===== src/rtl/seq_pkg.sv =====
// Shared definitions for the "110" sync-marker serial link (transmitter and receiver).
package seq_pkg;

    typedef enum logic [1:0] {
        IDLE = 2'd0,
        SYNC = 2'd1,
        DATA = 2'd2,
        PAR  = 2'd3
    } state_t;

    localparam logic [2:0] SYNC_PAT = 3'b110;
    localparam int         SYNC_LEN = 3;

endpackage


===== src/rtl/seq_tx_if.sv =====
// Word handshake plus serial-line outputs of the frame transmitter.
interface seq_tx_if #(
    parameter int W = 8
) ();
    logic [W-1:0] data;
    logic         valid;
    logic         ready;
    logic         x;
    logic         busy;
    logic         done;

    modport master (output data, output valid, input ready, input x, input busy, input done);
    modport slave  (input data, input valid, output ready, output x, output busy, output done);
endinterface


===== src/rtl/seq_tx_shreg.sv =====
// Loadable W-bit left-shift register; msb is the next payload bit to go out.
module seq_tx_shreg #(
    parameter int W = 8
) (
    input  logic         clk,
    input  logic         rst,
    input  logic         load,
    input  logic         shift,
    input  logic [W-1:0] d,
    output logic         msb
);
    logic [W-1:0] sr_q;

    always_ff @(posedge clk or posedge rst) begin
        if (rst) begin
            sr_q <= '0;
        end else if (load) begin
            sr_q <= d;
        end else if (shift) begin
            sr_q <= {sr_q[W-2:0], 1'b0};
        end
    end

    assign msb = sr_q[W-1];
endmodule


===== src/rtl/seq_tx.sv =====
// Serial frame transmitter: sync marker 110, payload MSB-first, optional even parity.
//   state | meaning
//   IDLE  | line at 0, ready for a word
//   SYNC  | sending the 3-bit marker
//   DATA  | sending payload bits
//   PAR   | sending the parity bit
module seq_tx
    import seq_pkg::*;
#(
    parameter int W      = 8,
    parameter int PARITY = 1
) (
    input  logic     clk,
    input  logic     rst,
    seq_tx_if.slave  bus
);
    localparam int CW = $clog2((W > SYNC_LEN) ? W : SYNC_LEN);

    state_t        state_q, state_d;
    logic [CW-1:0] cnt_q, cnt_d;
    logic          x_q, x_d;
    logic          par_q;
    logic          load, shift, msb;

    seq_tx_shreg #(.W(W)) u_shreg (
        .clk   (clk),
        .rst   (rst),
        .load  (load),
        .shift (shift),
        .d     (bus.data),
        .msb   (msb)
    );

    always_ff @(posedge clk or posedge rst) begin
        if (rst) begin
            state_q <= IDLE;
            cnt_q   <= '0;
            x_q     <= 1'b0;
            par_q   <= 1'b0;
        end else begin
            state_q <= state_d;
            cnt_q   <= cnt_d;
            x_q     <= x_d;
            if (load) par_q <= ^bus.data;
        end
    end

    always_comb begin
        state_d = state_q;
        cnt_d   = cnt_q;
        load    = 1'b0;
        case (state_q)
            IDLE: begin
                if (bus.valid) begin
                    state_d = SYNC;
                    cnt_d   = CW'(SYNC_LEN - 1);
                    load    = 1'b1;
                end
            end
            SYNC: begin
                if (cnt_q == '0) begin
                    state_d = DATA;
                    cnt_d   = CW'(W - 1);
                end else begin
                    cnt_d = cnt_q - 1'b1;
                end
            end
            DATA: begin
                if (cnt_q == '0) begin
                    state_d = (PARITY != 0) ? PAR : IDLE;
                    cnt_d   = '0;
                end else begin
                    cnt_d = cnt_q - 1'b1;
                end
            end
            PAR:     state_d = IDLE;
            default: state_d = IDLE;
        endcase
    end

    // x is registered, so it is computed from the state being entered; the
    // shift register advances each time one of its bits is loaded into x.
    always_comb begin
        shift = (state_d == DATA);
        x_d   = 1'b0;
        case (state_d)
            SYNC:    x_d = SYNC_PAT[cnt_d[1:0]];
            DATA:    x_d = msb;
            PAR:     x_d = par_q;
            default: x_d = 1'b0;
        endcase
    end

    assign bus.x     = x_q;
    assign bus.ready = (state_q == IDLE);
    assign bus.busy  = (state_q != IDLE);
    assign bus.done  = (state_q == PAR) ||
                       ((state_q == DATA) && (cnt_q == '0) && (PARITY == 0));
endmodule


===== src/flat_wrapper.sv =====
// flat-port wrapper written by rule: the top's interface ports become plain ports
module seq_tx_flat import seq_pkg::*;
#(
    parameter int W      = 8,
    parameter int PARITY = 1
)
  (clk, rst, bus_data, bus_valid, bus_ready, bus_x, bus_busy, bus_done);
  seq_tx_if #(.W(W)) bus_i ();
  input  logic clk;
  input  logic rst;
  input wire logic [$bits(bus_i.data)-1:0] bus_data;
  input wire logic [$bits(bus_i.valid)-1:0] bus_valid;
  output wire logic [$bits(bus_i.ready)-1:0] bus_ready;
  output wire logic [$bits(bus_i.x)-1:0] bus_x;
  output wire logic [$bits(bus_i.busy)-1:0] bus_busy;
  output wire logic [$bits(bus_i.done)-1:0] bus_done;
  assign bus_i.data = bus_data;
  assign bus_i.valid = bus_valid;
  assign bus_ready = bus_i.ready;
  assign bus_x = bus_i.x;
  assign bus_busy = bus_i.busy;
  assign bus_done = bus_i.done;
  seq_tx #(.W(W), .PARITY(PARITY)) u_core (.clk(clk), .rst(rst), .bus(bus_i));
endmodule

===== config.mk =====
export PLATFORM = sky130hd
export DESIGN_NAME = seq_tx_flat
export DESIGN_NICKNAME = d
export VERILOG_FILES = /design/src/rtl/seq_pkg.sv /design/src/rtl/seq_tx_if.sv /design/src/rtl/seq_tx_shreg.sv /design/src/rtl/seq_tx.sv /design/src/flat_wrapper.sv
export SDC_FILE = /design/constraint.sdc
export NUM_CORES = 1
export LEC_CHECK = 0
export CORE_MARGIN = 1
export CORE_UTILIZATION = 50
export DETAILED_ROUTE_END_ITERATION = 7
export PLACE_DENSITY = 0.76
export SETUP_SLACK_MARGIN = 0.2
export SKIP_LAST_GASP = 1
export SYNTH_ARGS = -nofsm -noshare
export SYNTH_HDL_FRONTEND = slang
export SYNTH_SLANG_ARGS = --single-unit

===== constraint.sdc =====
create_clock -name clk -period 2.3 [get_ports clk]
set_input_delay 0.46 -clock clk [delete_from_list [all_inputs] [get_ports clk]]
set_output_delay 0.46 -clock clk [all_outputs]
set_load 0.02 [all_outputs]

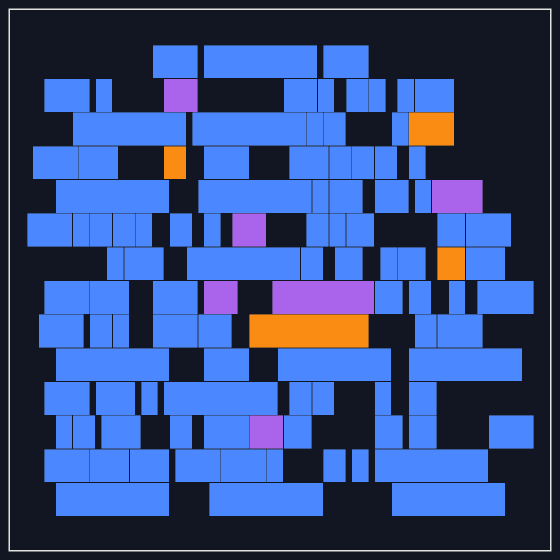
(drive-strength map)
x3 and x4: drawn in purple, cells 6, share 5.6%. x2: drawn in orange, cells 4, share 3.7%. x1 and smaller: drawn in blue, cells 97, share 91%.

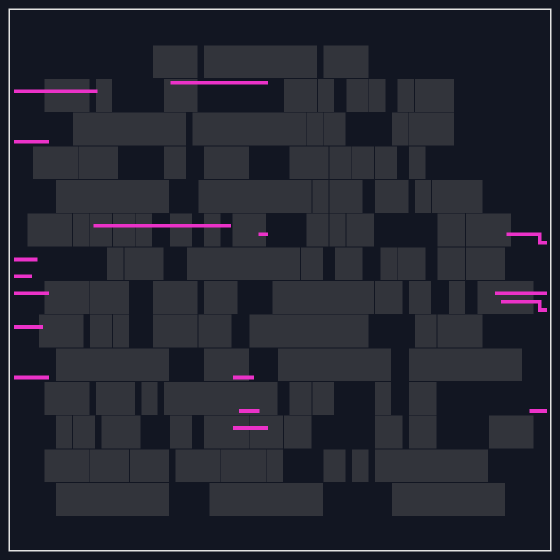
(metal 3)
Cells faint in the background.
The layer carries 55.5 um of wire. 14 nets have wire on it. The layer holds 3.6% of the routed length. The longest straight run is 10.8 um. The wires run mostly horizontal.

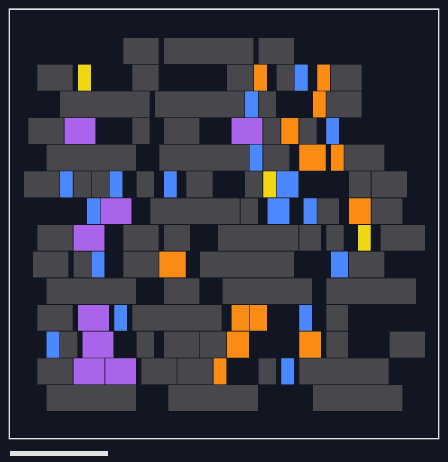
(selected gate families)
The bar under the picture is 10 um long.
nor cells: drawn in orange, cells 13, most used nor2_1. nand cells: drawn in blue, cells 17, most used nand2_1. xor and xnor cells: drawn in purple, cells 8, most used xnor2_1. inv cells: drawn in yellow, cells 3, most used inv_1.

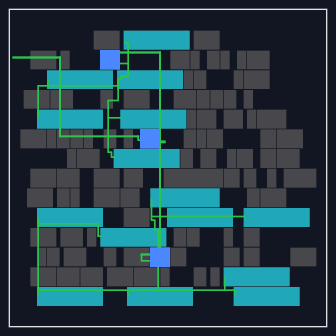
(clock distribution)
clock-net drivers: drawn in blue, count 3. clock wires: drawn in green, length 191 um. flip-flops: drawn in cyan, count 15.
Position of the flops: spread over the die. There are 4 routed clock nets.

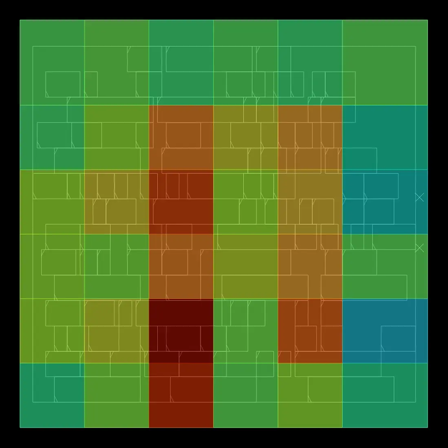
(routing congestion)
Total Routing Usage GR: 0.204
Top Usage Layer GRT: met2

==> repair_timing <==
action	CTS	global route
buffers inserted	0	0
gates resized	2	2
setup endpoints to repair	3	1
hold endpoints to repair	0	0
==> critical path: stages, from the launching register on <==
cell and delay, ps:
dfrtp_2 510, and2_1 160, clkdlybuf4s50_1 590
==> cell families (layout without fill, tap and decap cells) <==
group / count (synthesis) / count (layout)
AND/OR/NAND/NOR: 35 / 35
AND-OR/OR-AND: 20 / 20
flip-flops: 15 / 15
XOR/XNOR: 8 / 8
buffers and inverters: 8 / 22
multiplexers: 7 / 7
==> layout make-up <==
class	count	area (um^2)
multi-input cells	70	447
flip-flops and latches	15	377
inverters	3	11.3
clock buffers	3	22.5
repair buffers	15	149
well taps	16	20.0
clock inverters	1	5.00
fillers	141	528
==> power breakdown <==
group	total [uW]	internal [uW]	switching [uW]
combinational	708	353	356
sequential	537	400	137
clock	153	64.8	88.3
total	1400	817	581
==> routing by layer <==
| layer | up-vias | GRT usage |
|---|---|---|
| met3 | 5 | 0.0417 |
| met2 | 18 | 0.319 |
| li1 | 346 | - |
| met5 | - | 0 |
| met1 | 307 | 0.261 |
| met4 | 0 | 0.119 |
==> how the worst max path moves through the flow <==
stage / start / endpoint / slack (ps) / cells after the start
6_report: u_core.state_q[1] / bus_done / 290 / 2
5_1_grt: u_core.state_q[1] / bus_done / 230 / 2
4_1_cts: u_core.state_q[1] / bus_busy / 240 / 3
3_5_place_dp: u_core.state_q[1] / bus_ready / 450 / 2
3_3_place_gp: u_core.state_q[1] / bus_ready / 490 / 2
2_1_floorplan: u_core.cnt_q[1] / u_core.u_shreg.sr_q[4] / 570 / 6
==> stage by stage <==
stage,cells,setup slack [ps],utilization
detailed placement,119,449,0.640
CTS,123,240,0.658
floorplan,93,571,-
global route,123,231,0.661
global placement,119,491,0.640
finish,123,289,0.661
==> cell usage after synthesis <==
cell type  instances
o22ai_1            1
nand2b_1           2
o211ai_1           2
a21oi_1            3
nor2b_1            2
o21ai_1            5
nor2_1             6
clkbuf_1           2
o32ai_1            1
buf_6              2
or3_1              1
mux2i_4            1
a221o_1            1
inv_1              3
buf_2              1
mux2i_1            6
dfrtp_1           15
o21ai_0            6
and2_0             1
xnor2_1            8
nor3_1             3
o21ba_2            1
and2_1             2
nand3_1            1
or3_4              1
nand2_1           14
nor3b_1            2
==> flip-flops by register name, summed over array words and instances, names as in the netlist <==
| signal | cells |
|---|---|
| u_core.par_q | 1 |
| u_core.u_shreg.sr_q | 8 |
| u_core.bus.x | 1 |
| u_core.cnt_q | 3 |
| u_core.state_q | 2 |
==> flow_metrics.env <==
# flow metrics
export IMPL_num_antenna_cells=0
export IMPL_largest_area_cell="dfrtp_1"
export IMPL_worstSetupPathType="reg -> out"
export IMPL_io_pins=15
export IMPL_crit_path_end_kind="output port"
export IMPL_cts_hold_buf=0
export IMPL_finClkSkew_ps=12.9
export IMPL_ys_ff=15
export IMPL_crit_fanout=15
export IMPL_p_total_uw=1400
export IMPL_grt_pass1_vias=663
export IMPL_timing_final_crit_share=0.874
export IMPL_p_leak_uw=0.000421
export IMPL_fp_util=0.555
export IMPL_area_leaders="dfrtp_1, xnor2_1, mux2i_1"
export IMPL_ys_warn_count=0
export IMPL_hpwl_um=1140
export IMPL_final_layout_size_suffix_gt1_frac=0.0935
export IMPL_synthAoiAreaFrac=0.139
export IMPL_antenna_found_initial=0
export IMPL_htreeDepth=1
export IMPL_top_layer_used="met4"
export IMPL_violations="DRC"
export IMPL_whs_ps=502
export IMPL_r2r_end="u_core.u_shreg.sr_q[4]"
export IMPL_insertion_delay_ps=290
export IMPL_hold_violations=0
export IMPL_rsz0062_at_grt="false"
export IMPL_ys_seq_frac=0.434
export IMPL_syn_area_per_cell_um2=9.31
export IMPL_status="finished with violations"
export IMPL_drc=2
export IMPL_routabilityCongestion=0.786
export IMPL_synth_adder_area_share=0
export IMPL_synth_net_count=104
export IMPL_xor_share=0.0809
export IMPL_cts_tree="built"
export IMPL_chip_area_um2=1900
export IMPL_warning_count=26
export IMPL_die_w_um=43.6
export IMPL_lay_top_cells="nand2_1, dfrtp_1, clkdlybuf4s50_1"
export IMPL_tns_ps=0
export IMPL_nets=119
export IMPL_port_buffers=14
export IMPL_cts_num_sinks=15
export IMPL_placed_area_um2=998
export IMPL_cp_required_ps=1840
export IMPL_r2r_start="u_core.cnt_q[1]"
export IMPL_topCombFamilyByArea="simple AND/OR/NAND/NOR gates"
export IMPL_clockBufferDepth=2
export IMPL_min_path_type="in -> async"
export IMPL_min_period_ps=2010
export IMPL_worst_pin_slew_ps=563
export IMPL_core_area_um2=1560
export IMPL_viasPerCell=5.50
export IMPL_setup_viol=0
export IMPL_ys_area_um2=866
export IMPL_r2r_worst_path_cells=4
export IMPL_syn_to_final_growth_pct=19.1
export IMPL_routed_wl_met3_um=55
export IMPL_yosysUniqueCellTypes=27
export IMPL_root_buffer="clkbuf_4"
export IMPL_synth_cells_yosys=93
export IMPL_ir_drop_uv=606
export IMPL_grt_max_degree=16
export IMPL_cap_violations=0
export IMPL_worstPathArrival_ps=1550
export IMPL_die_h_um=43.6
Power figures rest on the tool's default switching activity, not on a simulated workload.
